The clock network:
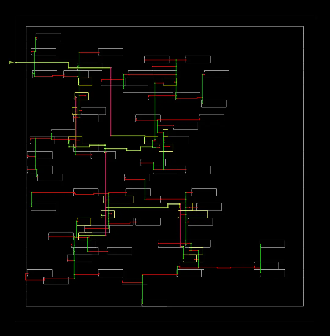
Placement by cell class:
(3 px per um) Fill, decap, tap and diode cells in gray.
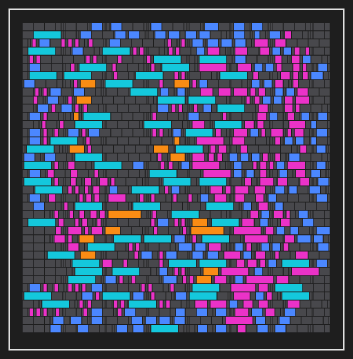
Clock network drawn from the DEF:
(4 px per um)
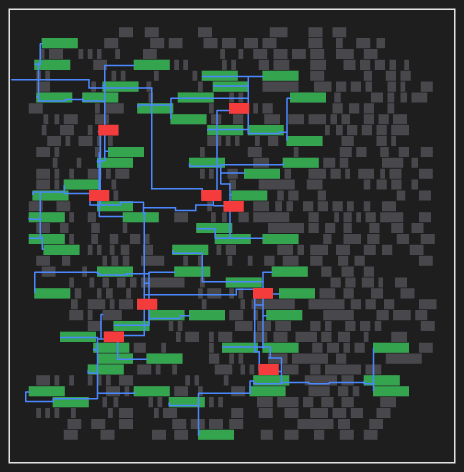
M2 wires:
(3 px per um) Cells faint in the background.
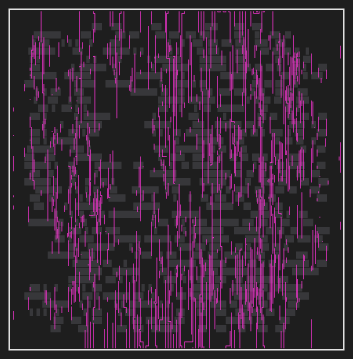
==> config.mk <==
export PLATFORM = sky130hd
export DESIGN_NAME = mult_seq_ctrl
export DESIGN_NICKNAME = d
export VERILOG_FILES = /design/src/rtl/mult_seq_ctrl.sv
export SDC_FILE = /design/constraint.sdc
export NUM_CORES = 1
export LEC_CHECK = 0
export CELL_PAD_IN_SITES_DETAIL_PLACEMENT = 1
export CELL_PAD_IN_SITES_GLOBAL_PLACEMENT = 1
export CORE_AREA = 4 4 107 109
export DETAILED_ROUTE_END_ITERATION = 12
export DIE_AREA = 0 0 111 113
export PLACE_DENSITY_LB_ADDON = 0.1
export SLEW_MARGIN = 20
export SYNTH_ARGS = -nofsm -noshare
export SYNTH_HDL_FRONTEND = slang
export SYNTH_SLANG_ARGS = --single-unit
==> constraint.sdc <==
create_clock -name clock -period 5 [get_ports clock]
set_input_delay 1.5 -clock clock [delete_from_list [all_inputs] [get_ports clock]]
set_output_delay 1.5 -clock clock [all_outputs]
set_load 0.01 [all_outputs]
==> flow_metrics.env <==
# source this file to load flow results
export IMPL_status="complete, no violations"
export IMPL_seq_power_share_pct=26.1
export IMPL_cts_root_buf="clkbuf_8"
export IMPL_detailedPlacementHpwl_mm=7.243
export IMPL_globalRouteMet1Util_pct=20.03
export IMPL_busiest_layer="met2"
export IMPL_clock_path_buffers=2
export IMPL_setup_viol=0
export IMPL_power_leakage_nw=2.351
export IMPL_grtUsageMet3_pct=4.866
export IMPL_slowest_stage="fa_2"
export IMPL_drv_cap=0
export IMPL_warnings=26
export IMPL_antenna_found_initial=0
export IMPL_insertedDiodeCount=0
export IMPL_grt_pass1_wl_mm=15.68
export IMPL_clock_area_share_pct=4.672
export IMPL_synth_main_ff_cell="dfrtp_1"
export IMPL_clk_pin_slew_ns=0.07
export IMPL_met3_wirelength_um=537
export IMPL_ff_latch_area_sq_um=1501
export IMPL_buffers=156
export IMPL_gp_congestion=0.8570
export IMPL_io_buffer_count=104
export IMPL_cp_depth=9
export IMPL_cp_cell_sequence="clkdlybuf4s15_1 > ha_2 > fa_2 > a21o_4 > a31oi_4 > or3_4 > nand2_2 > a311o_1 > buf_2"
export IMPL_seq_share_pct=29.82
Notes on 'the clock network' above:
clk_lat worst skew: 0.34 ns
Num CTS Buffers: 9
Clock Sinks: 60

Notes on 'placement by cell class' above:
legend:
  clock drivers and dummy loads:
    color: orange
    cells: 16
    share_of_their_area: 4.8%
  remaining buffers and delay cells:
    color: blue
    cells: 156
    share_of_their_area: 29%
  sequential cells:
    color: cyan
    cells: 60
    share_of_their_area: 31%
  remaining logic cells:
    color: magenta
    cells: 250
    share_of_their_area: 35%
fin util: 47.49%
core area: 10600 sq um
Site Rows: 38

Notes on 'clock network drawn from the DEF' above:
legend:
  clock wires:
    color: blue
    length: 897 um
  flip-flops:
    color: green
    count: 60
  clock-net drivers:
    color: red
    count: 9
routed clock nets: 10
Clk. pwr: 0.512 mW
clock network power share: 15.0%

Notes on 'M2 wires' above:
wire length on this layer: 4630 um
longest straight run: 41.5 um
share of all routed wire: 48%
nets with wire on the layer: 482
via count: 2871
GR Util met2: 24.92%
drt total wl: 9.605 mm

## cells in the mapped netlist (3+ instances only)
cell type and n:
nand2_1 109, dfrtp_1 60, buf_4 17, ha_1 17, mux2_2 16, a21oi_1 15, nor2_1 11, buf_2 7
and3_1 6, clkbuf_1 6, nand3_1 6, o21ai_0 6, xnor2_1 6, xor2_1 4, a21o_1 3, inv_1 3
mux2i_1 3, nor3_1 3, o21a_1 3, o22ai_1 3
## per-stage QoR
| stage | util (%) | setup TNS (ns) | setup slack, ns |
|---|---|---|---|
| after detailed placement | 43.73 | -6.248 | -0.7475 |
| after CTS | 46.77 | 0 | 0.006087 |
| final | 47.49 | 0 | 0.09925 |
| after floorplan | - | 0 | 0.3630 |
| after global routing | 47.49 | 0 | 0.001853 |
| after global placement | 43.73 | -5.668 | -0.6775 |
No activity file was given, so power comes from the tool's default toggle rates.
